### Cells by drive strength

Bar = 50 um.
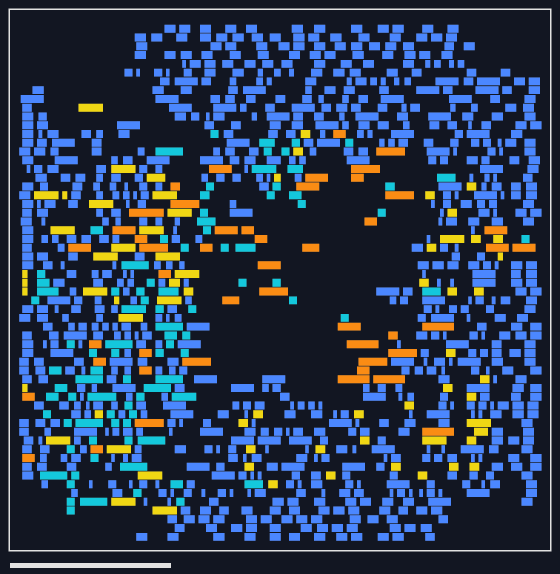
### The metal 4 layer

Bar = 50 um.
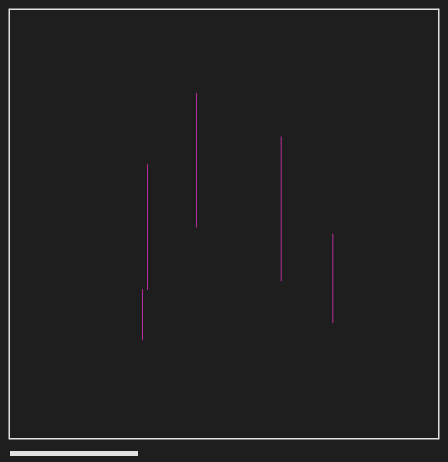
### I/O pins on the die edge

Pins as bars across the die edge, other pins in grey.
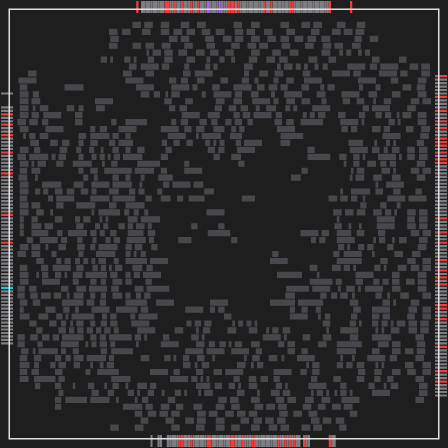
### Clock routing

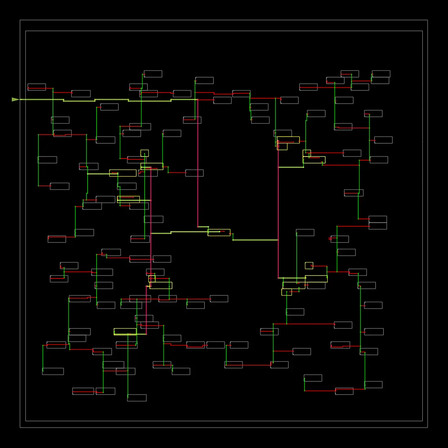
===== src/rtl/rv_pkg.sv =====
// Shared RISC-V core types: writeback source and load size encodings.
// Default datapath and register-file geometry.
package rv_pkg;

  localparam int REG_DATA_WIDTH_POW = 6;
  localparam int REG_MEM_DEPTH_POW  = 5;
  localparam int REG_DATA_WIDTH     = 1 << REG_DATA_WIDTH_POW;

  typedef enum logic [1:0] {
    WB_ALU  = 2'b00,
    WB_LOAD = 2'b01,
    WB_PC4  = 2'b10,
    WB_RSVD = 2'b11
  } wb_sel_e;

  typedef enum logic [1:0] {
    LS_B = 2'b00,
    LS_H = 2'b01,
    LS_W = 2'b10,
    LS_D = 2'b11
  } load_size_e;

endpackage


===== src/rtl/mem_wb_stage_load_extend.sv =====
// Load data extension: right-aligned raw load data to a full register value.
// Sign- or zero-extends byte/half/word loads; doubleword passes through.
module load_extend
  import rv_pkg::*;
#(
  parameter int DW = REG_DATA_WIDTH
) (
  input  logic [DW-1:0] data_in,
  input  load_size_e    size_in,
  input  logic          unsigned_in,
  output logic [DW-1:0] data_out
);

  logic sb;
  logic sh;
  logic sw;

  assign sb = ~unsigned_in & data_in[7];
  assign sh = ~unsigned_in & data_in[15];
  assign sw = ~unsigned_in & data_in[31];

  always_comb begin
    data_out = data_in;
    unique case (size_in)
      LS_B: data_out = {{(DW-8){sb}}, data_in[7:0]};
      LS_H: data_out = {{(DW-16){sh}}, data_in[15:0]};
      LS_W: data_out = {{(DW-32){sw}}, data_in[31:0]};
      LS_D: data_out = data_in;
      default: data_out = data_in;
    endcase
  end

endmodule


===== src/rtl/mem_wb_stage.sv =====
// MEM/WB pipeline register and writeback mux feeding the register file.
// Also provides the EX forwarding tap, a retire counter and a sticky error flag.
module mem_wb_stage
  import rv_pkg::*;
#(
  parameter int REG_DATA_WIDTH_POW = rv_pkg::REG_DATA_WIDTH_POW,
  parameter int REG_MEM_DEPTH_POW  = rv_pkg::REG_MEM_DEPTH_POW,
  parameter int RETIRE_CNT_WIDTH   = 32
) (
  input  logic                           clk_in,
  input  logic                           reset_n,
  input  logic                           valid_in,
  input  logic                           stall_in,
  input  logic                           flush_in,
  input  logic [REG_MEM_DEPTH_POW-1:0]   rd_in,
  input  logic                           reg_write_in,
  input  logic [1:0]                     wb_sel_in,
  input  logic [1:0]                     load_size_in,
  input  logic                           load_unsigned_in,
  input  logic [(1<<REG_DATA_WIDTH_POW)-1:0] alu_result_in,
  input  logic [(1<<REG_DATA_WIDTH_POW)-1:0] load_data_in,
  input  logic [(1<<REG_DATA_WIDTH_POW)-1:0] pc_plus4_in,
  output logic [REG_MEM_DEPTH_POW-1:0]   rd_out,
  output logic [(1<<REG_DATA_WIDTH_POW)-1:0] data_write_out,
  output logic                           write_en_out,
  output logic                           fwd_valid_out,
  output logic [RETIRE_CNT_WIDTH-1:0]    retired_cnt_out,
  output logic                           wb_err_out
);

  localparam int DW = 1 << REG_DATA_WIDTH_POW;

  logic                         take;
  logic [DW-1:0]                ld_ext;
  logic [DW-1:0]                wb_data;
  logic                         rsvd;

  logic                         valid_q;
  logic [REG_MEM_DEPTH_POW-1:0] rd_q;
  logic [DW-1:0]                data_q;
  logic                         reg_write_q;
  logic [RETIRE_CNT_WIDTH-1:0]  cnt_q;
  logic                         err_q;

  assign take = valid_in & ~stall_in & ~flush_in;

  load_extend #(
    .DW(DW)
  ) u_load_extend (
    .data_in    (load_data_in),
    .size_in    (load_size_e'(load_size_in)),
    .unsigned_in(load_unsigned_in),
    .data_out   (ld_ext)
  );

  always_comb begin
    wb_data = '0;
    rsvd    = 1'b0;
    unique case (wb_sel_e'(wb_sel_in))
      WB_ALU:  wb_data = alu_result_in;
      WB_LOAD: wb_data = ld_ext;
      WB_PC4:  wb_data = pc_plus4_in;
      WB_RSVD: rsvd    = 1'b1;
      default: rsvd    = 1'b1;
    endcase
  end

  // Counting on capture keeps the count in step with the instruction
  // currently presented at the write port.
  always_ff @(posedge clk_in) begin
    if (!reset_n) begin
      valid_q     <= 1'b0;
      rd_q        <= '0;
      data_q      <= '0;
      reg_write_q <= 1'b0;
      cnt_q       <= '0;
      err_q       <= 1'b0;
    end else begin
      valid_q <= take;
      if (take) begin
        rd_q        <= rd_in;
        data_q      <= wb_data;
        reg_write_q <= reg_write_in & ~rsvd;
        cnt_q       <= cnt_q + RETIRE_CNT_WIDTH'(1);
        if (rsvd)
          err_q <= 1'b1;
      end
    end
  end

  assign rd_out          = rd_q;
  assign data_write_out  = data_q;
  assign write_en_out    = valid_q & reg_write_q & (rd_q != '0);
  assign fwd_valid_out   = write_en_out;
  assign retired_cnt_out = cnt_q;
  assign wb_err_out      = err_q;

endmodule

===== config.mk =====
export PLATFORM = sky130hd
export DESIGN_NAME = mem_wb_stage
export DESIGN_NICKNAME = d
export VERILOG_FILES = /design/src/rtl/rv_pkg.sv /design/src/rtl/mem_wb_stage_load_extend.sv /design/src/rtl/mem_wb_stage.sv
export SDC_FILE = /design/constraint.sdc
export NUM_CORES = 1
export LEC_CHECK = 0
export CELL_PAD_IN_SITES_DETAIL_PLACEMENT = 1
export CELL_PAD_IN_SITES_GLOBAL_PLACEMENT = 2
export CORE_MARGIN = 2
export CORE_UTILIZATION = 21
export CTS_CLUSTER_SIZE = 30
export DETAILED_ROUTE_END_ITERATION = 7
export MAX_ROUTING_LAYER = met4
export PLACE_DENSITY = 0.8
export SETUP_SLACK_MARGIN = 0.5
export SYNTH_ARGS = -nofsm -noshare
export SYNTH_HDL_FRONTEND = slang
export SYNTH_SLANG_ARGS = --single-unit

===== constraint.sdc =====
create_clock -name clk_in -period 2.08 [get_ports clk_in]
set_input_delay 0.416 -clock clk_in [delete_from_list [all_inputs] [get_ports clk_in]]
set_output_delay 0.416 -clock clk_in [all_outputs]
set_load 0.005 [all_outputs]

==> Slide: Implementation Results <==
Run Summary

Layout
  – Combinational fraction of the cell area: approximately 35%
  – Non-CTS inverters: 2
  – Non-clock buffering overhead: 37.52%
  – Layout cell share with drive strength beyond 1: approximately a fifth
  – Count of clock buffers in the final design: 9
  – Non-Filler Instances: around 1300
  – Area of all sequential standard cells: 0.002152 sq mm
  – Count of antenna diodes in the layout: 1
  – Number of filler cells placed in the layout: 3054
  – Net total in the final layout: 1212
  – Sequential cell area share: 20.73%
  – Final std cell area, no fill: a little over 0.01 sq mm
  – Fraction of the core area covered by cells at the end of the flow: 39.62%
  – Largest cell class: buffers
  – Logic area: ~0.0036 sq mm
  – Area fraction of clock buffers and clock inverters: 3.000%
  – Number of logic gates: 490

GRT
  – Global router's overall resource usage: a little under a fifth
  – Vias in the first global route: between 6000 and 7000
  – Total congestion overflow: 0
  – First-pass GRT wire length: between 30000 and 40000 um
  – Largest net degree at the start of global routing: between 60 and 70
  – Number of antenna violations at the first check in global routing: 1

Critical path
  – Depth of the most critical reg-to-reg path: 8
  – Kind of launch point of the worst setup path: register
  – Critical path type: reg2out
  – Max stage delay cell, worst path: sky130_fd_sc_hd__or3_4
  – Max stage delay on crit path: roughly 0.38 ns
  – Critical path depth: 4
  – Reg2Reg Setup Slack: around 0.47 ns
  – Capturing element type of the critical path: primary output
  – Worst R2R End: retired_cnt_out[21]
  – Data arrival time of the critical path: 1.62 ns
  – Worst setup path startpoint: rd_out[4]
  – Buf+Inv Stages, Crit Path: 2
  – Ordered cell list for the critical path: or3_4, o311a_4, buf_6, buf_6
  – Worst Setup EP: fwd_valid_out
  – Worst R2R Start: retired_cnt_out[1]
  – Required time reported for the critical path endpoint: 1.66 ns
  – Most repeated library cell on the critical path: sky130_fd_sc_hd__buf_6
  – Family of cells with the greatest summed delay on the critical path: simple AND/OR/NAND/NOR gates
  – Largest fanout on the critical path: 2

Worst hold path
  – Hold path cells: 2
  – Hold_sp: reset_n
  – Path category of the worst min-delay check: in2reg
  – Capture endpoint of the worst hold path: data_write_out[15]

Clock tree
  – Post-cts repair resize count: around 190
  – Hold-fix buffer count after cts: 0
  – Number of buffers inserted during clock tree synthesis: 9
  – Root buffer selected by CTS: sky130_fd_sc_hd__clkbuf_16
  – Clock tree from TritonCTS: done
  – Clock-pin slew of the registers on the worst-case setup and hold paths: ~0.080 ns
  – Maximum root-to-sink buffer count: 2
  – CTS H-Tree Depth: 3
  – Post-CTS setup repair buffer count: 16

Place
  – Final Wtd Congestion: approximately 0.76
  – Placed instance count: around 1300
  – Post-placement setup slack: -0.2428 ns
  – Hpwl dp: around 18000 um
  – Cell area after placement: between 0.009 and 0.01 sq mm

Power and ir drop
  – Net switching power of the design: about 1.4 mW
  – Peak supply drop: roughly 0.42 mV
  – Internal power: 3.621 mW
  – Top Consumer: registers
  – Comb pwr share: between 20% and 30%
  – Power per standard cell area: about 480 mW/mm^2
  – Sw Share: a little over a quarter
  – Combinational Power: roughly 1.1 mW
  – Reported leakage power: about 4.5 nW
  – Seq pwr share: 41.0%
  – Seq group: between 2 and 2.5 mW
  – Overall power of the completed layout: 4.975 mW
  – Proportion of power drawn by the clock network: between 30 and 40%

STA
  – Final critical-path share of the clock period: 97.93%
  – Achievable clock frequency: 0.4909 GHz
  – Transition at the pin with the smallest max-transition slack: ~0.37 ns
  – Max-slew headroom: 75.06%
  – Min cycle time layout: just over 2 ns
  – Final Hold Vio Count: 0
  – Setup TNS: 0 ns
  – Max-slew violation count: 0
  – Number of failing setup endpoints in the final timing report: 0
  – Post-route worst hold slack: 0.4295 ns
  – RSZ-0062 raised after global routing: true

Synthesis
  – Post-synth net total: a little under 900
  – Area fraction in xor and xnor cells: 3.891%
  – Synth async-reset ratio: 0%
  – Mux contribution to synthesized area: between 10% and 20%
  – Part of the Yosys area used for sequential elements: roughly 37%
  – Post-Synthesis Cell Area: 0.005627 sq mm
  – Synthesized-area fraction occupied by ao, oa, aoi and oai cells: about a quarter
  – Number of storage elements in the synthesis netlist: about 100
  – Post-synthesis cell count: roughly 660
  – Post-synth area from yosys stat: between 0.005 and 0.006 sq mm
  – Library cells used by synthesis: between 40 and 50
  – Area fraction in and, or, nand and nor cells after synthesis: approximately 18%
  – Count of flip-flops with a built-in enable after synthesis: 0
  – Share of synthesized cell area in full adder, half adder and majority cells: less than 1%
  – Total cells reported by yosys after synthesis: 657
  – Yosys warning total: 0
  – Largest combinational cell category by area: AND-OR/OR-AND gates
  – Primary flip-flop cell chosen by synthesis mapping: sky130_fd_sc_hd__dfxtp_1
  – Syn avg cell area: ~8.6 sq um

Route
  – Drt wl/cell: 19.17 um
  – Count of routing violations after the opening detailed-route iteration: a little under 300
  – Router iterations before antenna repair: 4
  – Count of nets left with antenna violations after detail routing: 0
  – Average via count per standard cell: roughly 4.7

Floorplan
  – Number of placement rows: 59
  – Starting Density: between 20% and 30%
  – Ports placed on the boundary: between 300 and 400
  – Die area: roughly 0.028 sq mm
  – Well tap count: about 340
  – Core Footprint: roughly 0.026 sq mm

Job
  – # Max-Cap Violations: 0
  – Warning total across the stage logs: 29

Status
  – Run status: complete, no violations
## Picture notes: 'Cells by drive strength'
yellow -> _2 cells  # cells 66, share 6.5%, most used a21oi_2
cyan -> _3 and _4 cells  # cells 91, share 9.0%, most used buf_4
blue -> _0 and _1 cells  # cells 804, share 80%, most used clkdlybuf4s50_1
orange -> _6 and larger  # cells 47, share 4.7%, most used buf_6
smallest setup slack after layout: 0.04312 ns
signed area change from the synthesized netlist to the final layout: 84.55%
nonclk buf count: 396

## Picture notes: 'The metal 4 layer'
longest straight run = 56.4 um
main direction = vertical
nets with wire on the layer = 3
share of all routed wire = 0.82%
final wirelength: 25770 um
count of vias placed by the detailed router: 6314

## Picture notes: 'I/O pins on the die edge'
purple -> `load_size_in`  # pins 2, direction input, edge north
red -> `data_write_out`  # pins 64, direction output, edge 24 east, 17 north, 16 south, 7 west
cyan -> `write_en_out`  # pins 1, direction output, edge west
all pins by edge = 93 east, 83 north, 70 west, 66 south
overall die height: 167.7 um
Die X-Extent: 167.7 um
count of buffers from port buffering: 311

## Picture notes: 'Clock routing'
worst clock skew: 0.01266 ns
Worst-Skew Late Latency: 0.36 ns
number of flip-flops and latches: 104
power dissipated in the clock network: 1.85 mW
TritonCTS Sinks: 104

[layer usage]
metal / global-route usage, % / share of wire, %
met1: 21.84 / 45
met2: 31.16 / 49
met3: 3.876 / 5.3
met4: 3.251 / 0.82
met5: - / 0
[layout by cell type (no fill, tap or decap), types with 3 or more instances in the layout]
cell | synthesis | final
sky130_fd_sc_hd__nand2_1 | 93 | 93
sky130_fd_sc_hd__clkbuf_16 | 0 | 10
sky130_fd_sc_hd__o211ai_1 | 11 | 11
sky130_fd_sc_hd__nand2b_1 | 8 | 7
sky130_fd_sc_hd__buf_12 | 0 | 10
sky130_fd_sc_hd__and3_1 | 6 | 4
sky130_fd_sc_hd__nand3_1 | 7 | 5
sky130_fd_sc_hd__a21oi_4 | 0 | 4
sky130_fd_sc_hd__a21oi_1 | 50 | 18
sky130_fd_sc_hd__buf_16 | 0 | 5
sky130_fd_sc_hd__and4_4 | 0 | 3
sky130_fd_sc_hd__buf_2 | 12 | 7
sky130_fd_sc_hd__a22o_1 | 16 | 16
sky130_fd_sc_hd__xnor2_1 | 23 | 22
sky130_fd_sc_hd__dlygate4sd2_1 | 0 | 104
sky130_fd_sc_hd__o21a_1 | 32 | 32
sky130_fd_sc_hd__dfxtp_2 | 0 | 23
sky130_fd_sc_hd__buf_6 | 1 | 14
sky130_fd_sc_hd__a21boi_0 | 6 | 6
sky130_fd_sc_hd__o211a_1 | 8 | 8
sky130_fd_sc_hd__nor2_1 | 13 | 10
sky130_fd_sc_hd__nor2b_1 | 12 | 10
sky130_fd_sc_hd__o22ai_1 | 24 | 24
sky130_fd_sc_hd__dfxtp_4 | 0 | 11
sky130_fd_sc_hd__a21oi_2 | 1 | 29
sky130_fd_sc_hd__nand4_1 | 20 | 20
sky130_fd_sc_hd__o31ai_1 | 35 | 34
sky130_fd_sc_hd__dfxtp_1 | 104 | 70
sky130_fd_sc_hd__a22oi_1 | 9 | 9
sky130_fd_sc_hd__mux2i_1 | 64 | 64
sky130_fd_sc_hd__and2_1 | 30 | 29
sky130_fd_sc_hd__buf_4 | 1 | 54
sky130_fd_sc_hd__clkdlybuf4s50_1 | 0 | 197
[synthesized netlist by cell type, drive strengths merged (8+ instances only)]
master / number / area, sq um
and2: 31 / 193.9
nor2: 13 / 48.80
mux2i: 64 / 640.6
nor2b: 12 / 75.07
a22o: 16 / 140.1
o211a: 8 / 80.08
o211ai: 11 / 82.58
buf: 18 / 93.84
nand4: 20 / 125.1
xnor2: 23 / 201.4
o22ai: 24 / 150.1
nand2b: 8 / 50.05
a22oi: 9 / 67.56
a21oi: 51 / 259.0
clkbuf: 44 / 166.4
o21a: 32 / 240.2
nand2: 94 / 355.3
o31ai: 36 / 275.3
dfxtp: 104 / 2082
[sequential cells by signal, indices dropped and copies added (netlist names)]
| name | cells |
|---|---|
| reg_write_q | 1 |
| valid_q | 1 |
| wb_err_out | 1 |
| data_write_out | 64 |
| rd_out | 5 |
| retired_cnt_out | 32 |
[logic make-up after synthesis]
family | Yosys count
compound gates | 199
flops | 104
xor+xnor | 25
simple gates | 200
mux | 64
fa+ha+maj | 1
buf+inv | 64
Power and IR drop assume default switching activity.
